$ cat src/rtl/urv_iram_port_arbiter_if.sv
// Bus bundle for the uRV IRAM port-B arbiter: CPU and host requesters,
// error flag and the RAM port B connection.
interface urv_iram_port_arbiter_if;
    logic        cpu_req_i;
    logic        cpu_we_i;
    logic [31:0] cpu_addr_i;
    logic [3:0]  cpu_bwe_i;
    logic [31:0] cpu_data_i;
    logic        cpu_ack_o;
    logic [31:0] cpu_rdata_o;
    logic        cpu_rvalid_o;

    logic        host_req_i;
    logic        host_we_i;
    logic [31:0] host_addr_i;
    logic [3:0]  host_bwe_i;
    logic [31:0] host_data_i;
    logic        host_ack_o;
    logic [31:0] host_rdata_o;
    logic        host_rvalid_o;

    logic        err_o;

    logic        ram_en_o;
    logic        ram_we_o;
    logic [31:0] ram_addr_o;
    logic [3:0]  ram_bwe_o;
    logic [31:0] ram_data_o;
    logic [31:0] ram_q_i;

    modport slave (
        input  cpu_req_i, cpu_we_i, cpu_addr_i, cpu_bwe_i, cpu_data_i,
        output cpu_ack_o, cpu_rdata_o, cpu_rvalid_o,
        input  host_req_i, host_we_i, host_addr_i, host_bwe_i, host_data_i,
        output host_ack_o, host_rdata_o, host_rvalid_o,
        output err_o,
        output ram_en_o, ram_we_o, ram_addr_o, ram_bwe_o, ram_data_o,
        input  ram_q_i
    );

    modport master (
        output cpu_req_i, cpu_we_i, cpu_addr_i, cpu_bwe_i, cpu_data_i,
        input  cpu_ack_o, cpu_rdata_o, cpu_rvalid_o,
        output host_req_i, host_we_i, host_addr_i, host_bwe_i, host_data_i,
        input  host_ack_o, host_rdata_o, host_rvalid_o,
        input  err_o,
        input  ram_en_o, ram_we_o, ram_addr_o, ram_bwe_o, ram_data_o,
        output ram_q_i
    );
endinterface

$ cat src/rtl/urv_iram_port_arbiter.sv
// Arbitrates RAM port B between the CPU data bus and a host loader,
// registers the winner onto the RAM and routes read data back to its owner.
module urv_iram_port_arbiter #(
    parameter int unsigned g_size          = 65536,
    parameter bit          g_host_priority = 1'b0
) (
    input  logic                    clk_i,
    input  logic                    rst_i,
    urv_iram_port_arbiter_if.slave  bus
);

    localparam int unsigned AW = $clog2(g_size);

    typedef struct packed {
        logic rd;
        logic host;
        logic inr;
    } tag_t;

    logic        last_host_q, last_host_d;
    logic        gnt_cpu, gnt_host, accept, issue;
    logic        sel_we, sel_inr;
    logic [31:0] sel_addr, sel_data;
    logic [3:0]  sel_bwe;

    logic        en_q, en_d;
    logic        we_q, we_d;
    logic [31:0] addr_q, addr_d;
    logic [3:0]  bwe_q, bwe_d;
    logic [31:0] data_q, data_d;
    logic        err_q, err_d;
    tag_t        tag0_q, tag0_d;
    tag_t        tag1_q;

    logic [31:0] ret_data;
    logic        cpu_rv, host_rv;
    logic [31:0] cpu_rdata_q, cpu_rdata_d;
    logic [31:0] host_rdata_q, host_rdata_d;

    // Grant is held off during reset so nothing is acked that would be lost.
    always_comb begin
        gnt_cpu  = 1'b0;
        gnt_host = 1'b0;
        if (!rst_i) begin
            if (bus.cpu_req_i && bus.host_req_i) begin
                if (g_host_priority || !last_host_q)
                    gnt_host = 1'b1;
                else
                    gnt_cpu = 1'b1;
            end else begin
                gnt_cpu  = bus.cpu_req_i;
                gnt_host = bus.host_req_i;
            end
        end
    end

    assign accept = gnt_cpu | gnt_host;

    always_comb begin
        sel_we   = bus.cpu_we_i;
        sel_addr = bus.cpu_addr_i;
        sel_bwe  = bus.cpu_bwe_i;
        sel_data = bus.cpu_data_i;
        if (gnt_host) begin
            sel_we   = bus.host_we_i;
            sel_addr = bus.host_addr_i;
            sel_bwe  = bus.host_bwe_i;
            sel_data = bus.host_data_i;
        end
    end

    assign sel_inr = ((sel_addr >> AW) == 32'd0);
    assign issue   = accept & sel_inr;

    always_comb begin
        last_host_d = accept ? gnt_host : last_host_q;
        en_d        = issue;
        we_d        = issue & sel_we;
        addr_d      = issue ? sel_addr : 32'd0;
        bwe_d       = (issue && sel_we) ? sel_bwe : 4'h0;
        data_d      = (issue && sel_we) ? sel_data : 32'd0;
        err_d       = accept & ~sel_inr;
        tag0_d.rd   = accept & ~sel_we;
        tag0_d.host = gnt_host;
        tag0_d.inr  = sel_inr;
    end

    // The RAM output is already registered, so read data is steered
    // straight through to the owner during the return cycle.
    assign ret_data = tag1_q.inr ? bus.ram_q_i : 32'd0;
    assign cpu_rv   = tag1_q.rd & ~tag1_q.host;
    assign host_rv  = tag1_q.rd & tag1_q.host;

    assign cpu_rdata_d  = cpu_rv ? ret_data : cpu_rdata_q;
    assign host_rdata_d = host_rv ? ret_data : host_rdata_q;

    always_ff @(posedge clk_i or posedge rst_i) begin
        if (rst_i) begin
            last_host_q  <= 1'b1;
            en_q         <= 1'b0;
            we_q         <= 1'b0;
            addr_q       <= 32'd0;
            bwe_q        <= 4'h0;
            data_q       <= 32'd0;
            err_q        <= 1'b0;
            tag0_q       <= '0;
            tag1_q       <= '0;
            cpu_rdata_q  <= 32'd0;
            host_rdata_q <= 32'd0;
        end else begin
            last_host_q  <= last_host_d;
            en_q         <= en_d;
            we_q         <= we_d;
            addr_q       <= addr_d;
            bwe_q        <= bwe_d;
            data_q       <= data_d;
            err_q        <= err_d;
            tag0_q       <= tag0_d;
            tag1_q       <= tag0_q;
            cpu_rdata_q  <= cpu_rdata_d;
            host_rdata_q <= host_rdata_d;
        end
    end

    assign bus.cpu_ack_o     = gnt_cpu;
    assign bus.host_ack_o    = gnt_host;
    assign bus.cpu_rvalid_o  = cpu_rv;
    assign bus.host_rvalid_o = host_rv;
    assign bus.cpu_rdata_o   = cpu_rdata_d;
    assign bus.host_rdata_o  = host_rdata_d;
    assign bus.err_o         = err_q;
    assign bus.ram_en_o      = en_q;
    assign bus.ram_we_o      = we_q;
    assign bus.ram_addr_o    = addr_q;
    assign bus.ram_bwe_o     = bwe_q;
    assign bus.ram_data_o    = data_q;

endmodule
$ cat src/flat_wrapper.sv
// flat-port wrapper written by rule: the top's interface ports become plain ports
module urv_iram_port_arbiter_flat 
#(
    parameter int unsigned g_size          = 65536,
    parameter bit          g_host_priority = 1'b0
)
  (clk_i, rst_i, bus_cpu_req_i, bus_cpu_we_i, bus_cpu_addr_i, bus_cpu_bwe_i, bus_cpu_data_i, bus_cpu_ack_o, bus_cpu_rdata_o, bus_cpu_rvalid_o, bus_host_req_i, bus_host_we_i, bus_host_addr_i, bus_host_bwe_i, bus_host_data_i, bus_host_ack_o, bus_host_rdata_o, bus_host_rvalid_o, bus_err_o, bus_ram_en_o, bus_ram_we_o, bus_ram_addr_o, bus_ram_bwe_o, bus_ram_data_o, bus_ram_q_i);
  urv_iram_port_arbiter_if bus_i ();
  input  logic clk_i;
  input  logic rst_i;
  input wire logic [$bits(bus_i.cpu_req_i)-1:0] bus_cpu_req_i;
  input wire logic [$bits(bus_i.cpu_we_i)-1:0] bus_cpu_we_i;
  input wire logic [$bits(bus_i.cpu_addr_i)-1:0] bus_cpu_addr_i;
  input wire logic [$bits(bus_i.cpu_bwe_i)-1:0] bus_cpu_bwe_i;
  input wire logic [$bits(bus_i.cpu_data_i)-1:0] bus_cpu_data_i;
  output wire logic [$bits(bus_i.cpu_ack_o)-1:0] bus_cpu_ack_o;
  output wire logic [$bits(bus_i.cpu_rdata_o)-1:0] bus_cpu_rdata_o;
  output wire logic [$bits(bus_i.cpu_rvalid_o)-1:0] bus_cpu_rvalid_o;
  input wire logic [$bits(bus_i.host_req_i)-1:0] bus_host_req_i;
  input wire logic [$bits(bus_i.host_we_i)-1:0] bus_host_we_i;
  input wire logic [$bits(bus_i.host_addr_i)-1:0] bus_host_addr_i;
  input wire logic [$bits(bus_i.host_bwe_i)-1:0] bus_host_bwe_i;
  input wire logic [$bits(bus_i.host_data_i)-1:0] bus_host_data_i;
  output wire logic [$bits(bus_i.host_ack_o)-1:0] bus_host_ack_o;
  output wire logic [$bits(bus_i.host_rdata_o)-1:0] bus_host_rdata_o;
  output wire logic [$bits(bus_i.host_rvalid_o)-1:0] bus_host_rvalid_o;
  output wire logic [$bits(bus_i.err_o)-1:0] bus_err_o;
  output wire logic [$bits(bus_i.ram_en_o)-1:0] bus_ram_en_o;
  output wire logic [$bits(bus_i.ram_we_o)-1:0] bus_ram_we_o;
  output wire logic [$bits(bus_i.ram_addr_o)-1:0] bus_ram_addr_o;
  output wire logic [$bits(bus_i.ram_bwe_o)-1:0] bus_ram_bwe_o;
  output wire logic [$bits(bus_i.ram_data_o)-1:0] bus_ram_data_o;
  input wire logic [$bits(bus_i.ram_q_i)-1:0] bus_ram_q_i;
  assign bus_i.cpu_req_i = bus_cpu_req_i;
  assign bus_i.cpu_we_i = bus_cpu_we_i;
  assign bus_i.cpu_addr_i = bus_cpu_addr_i;
  assign bus_i.cpu_bwe_i = bus_cpu_bwe_i;
  assign bus_i.cpu_data_i = bus_cpu_data_i;
  assign bus_cpu_ack_o = bus_i.cpu_ack_o;
  assign bus_cpu_rdata_o = bus_i.cpu_rdata_o;
  assign bus_cpu_rvalid_o = bus_i.cpu_rvalid_o;
  assign bus_i.host_req_i = bus_host_req_i;
  assign bus_i.host_we_i = bus_host_we_i;
  assign bus_i.host_addr_i = bus_host_addr_i;
  assign bus_i.host_bwe_i = bus_host_bwe_i;
  assign bus_i.host_data_i = bus_host_data_i;
  assign bus_host_ack_o = bus_i.host_ack_o;
  assign bus_host_rdata_o = bus_i.host_rdata_o;
  assign bus_host_rvalid_o = bus_i.host_rvalid_o;
  assign bus_err_o = bus_i.err_o;
  assign bus_ram_en_o = bus_i.ram_en_o;
  assign bus_ram_we_o = bus_i.ram_we_o;
  assign bus_ram_addr_o = bus_i.ram_addr_o;
  assign bus_ram_bwe_o = bus_i.ram_bwe_o;
  assign bus_ram_data_o = bus_i.ram_data_o;
  assign bus_i.ram_q_i = bus_ram_q_i;
  urv_iram_port_arbiter #(.g_size(g_size), .g_host_priority(g_host_priority)) u_core (.clk_i(clk_i), .rst_i(rst_i), .bus(bus_i));
endmodule
$ cat config.mk
export PLATFORM = sky130hd
export DESIGN_NAME = urv_iram_port_arbiter_flat
export DESIGN_NICKNAME = d
export VERILOG_FILES = /design/src/rtl/urv_iram_port_arbiter_if.sv /design/src/rtl/urv_iram_port_arbiter.sv /design/src/flat_wrapper.sv
export SDC_FILE = /design/constraint.sdc
export NUM_CORES = 1
export LEC_CHECK = 0
export ABC_AREA = 1
export CAP_MARGIN = 0
export CORE_MARGIN = 2
export CORE_UTILIZATION = 43
export DETAILED_ROUTE_END_ITERATION = 10
export GPL_ROUTABILITY_DRIVEN = 0
export HOLD_SLACK_MARGIN = 0.08
export PLACE_DENSITY = 0.93
export SLEW_MARGIN = 25
export SYNTH_ARGS = -nofsm -noshare
export SYNTH_HDL_FRONTEND = slang
export SYNTH_SLANG_ARGS = --single-unit
export TNS_END_PERCENT = 5
$ cat constraint.sdc
create_clock -name clk_i -period 15.85 [get_ports clk_i]
set_clock_uncertainty 0.2 [all_clocks]
set_input_delay 1.585 -clock clk_i [delete_from_list [all_inputs] [get_ports clk_i]]
set_output_delay 1.585 -clock clk_i [all_outputs]
set_load 0.01 [all_outputs]
Fig. 1: cell density map
12 x 12 tiles, from white (low) to dark blue (high), 0 to 100% covered.
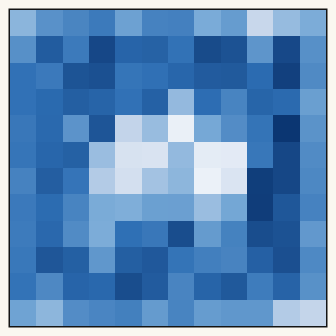
- mean over tiles: 65%
- emptiest ninth of the die: middle
- tiles over 75% full: 35%
- fullest tile: 98%
fin util: 71.94%
FP Core Util: 43.56%
core area: 13720 um^2

Fig. 2: M3 wires
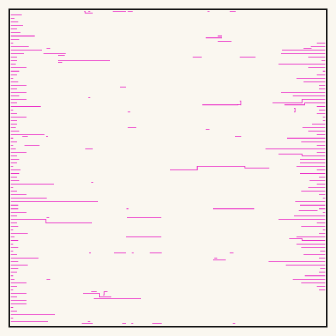
- longest straight run: 33.4 um
- main direction: horizontal
final WL: 16.93 mm
via count: 5521
routing usage on met3: 5.665%

Fig. 3: pin placement
Pins as bars across the die edge, other pins in grey.
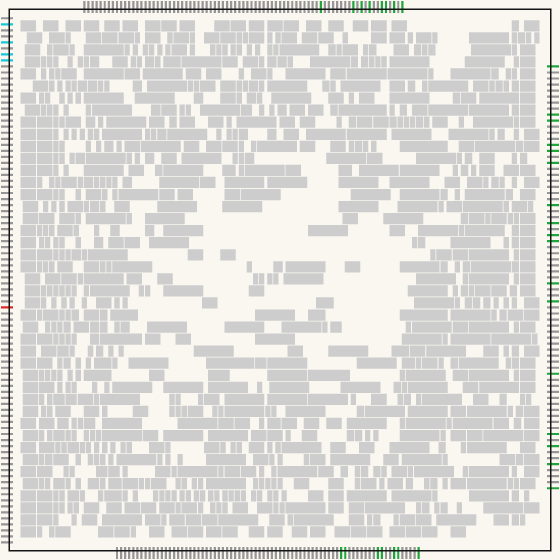
- bus_cpu_bwe_i: cyan (pins 4; direction input; edge left)
- bus_cpu_rdata_o: green (pins 32; direction output; edge 17 right, 8 top, 7 bottom)
- bus_cpu_we_i: red (pins 1; direction input; edge left)
- all pins by edge: 88 left, 79 top, 75 bottom, 71 right
PortBufs: 312
die width: 121.9 um

==> results.cfg <==
; implementation run metrics
[hold_path]
hold_path_depth = 0

[timing]
setup_violations = 0
slew_violations = 0
fin_crit_ps = 6805
worst_pin_slew_ps = 955.0
finalHoldViolCount = 0

[outcome]
status = complete, no violations

[floorplanning]
taps = 180
die_area_um2 = 14860
std_cell_rows = 43

[layout]
n_clock_buffer = 19
num-multi-input-gates = 461
layout.nets = 1191
comb_area_um2 = 2007
area_growth_pct = 65.16

[global_routing]
grt_pass1_wl_mm = 25.44

[clock_tree]
post_cts_buffers = 0
cts_sinks = 142

[yosys]
synth.top_cells.by_count = nand2_1 (263), dfrtp_1 (141), inv_1 (79)
synth_area_um2 = 5976

[critical_path]
startpoint_type = input pin
cp_cell_sequence = clkdlybuf4s50_1, inv_6, nand3_4, inv_2, clkdlybuf4s50_1

[route]
first_pass_iters = 6
routedWlPerCell_um = 13.98
==> layer usage <==
layer | vias up | track usage [%] | share of wire [%]
met3 | 34 | 5.665 | 7.1
met5 | - | 0 | 0
met4 | 0 | 10.06 | 3.4
met1 | 2530 | 22.91 | 36
li1 | 2719 | - | -
met2 | 238 | 42.81 | 54
==> critical path: cells and delay by family <==
family / cells / cell delay [ps]
AND/OR/NAND/NOR: 1 / 720
buffers and inverters: 4 / 2650
==> per-stage QoR <==
step	cell area (um^2)	setup WS [ps]
5_1_grt	9867	8712
4_1_cts	9858	8946
2_1_floorplan	6032	8371
6_report	9869	9045
3_3_place_gp	9229	9048
3_5_place_dp	9230	8960
==> power by group <==
part           switching (mW)  internal, mW
logic                   0.133         0.158
clock network           0.148         0.268
registers              0.0162         0.416
total                   0.297         0.842
Power figures rest on the tool's default switching activity, not on a simulated workload.
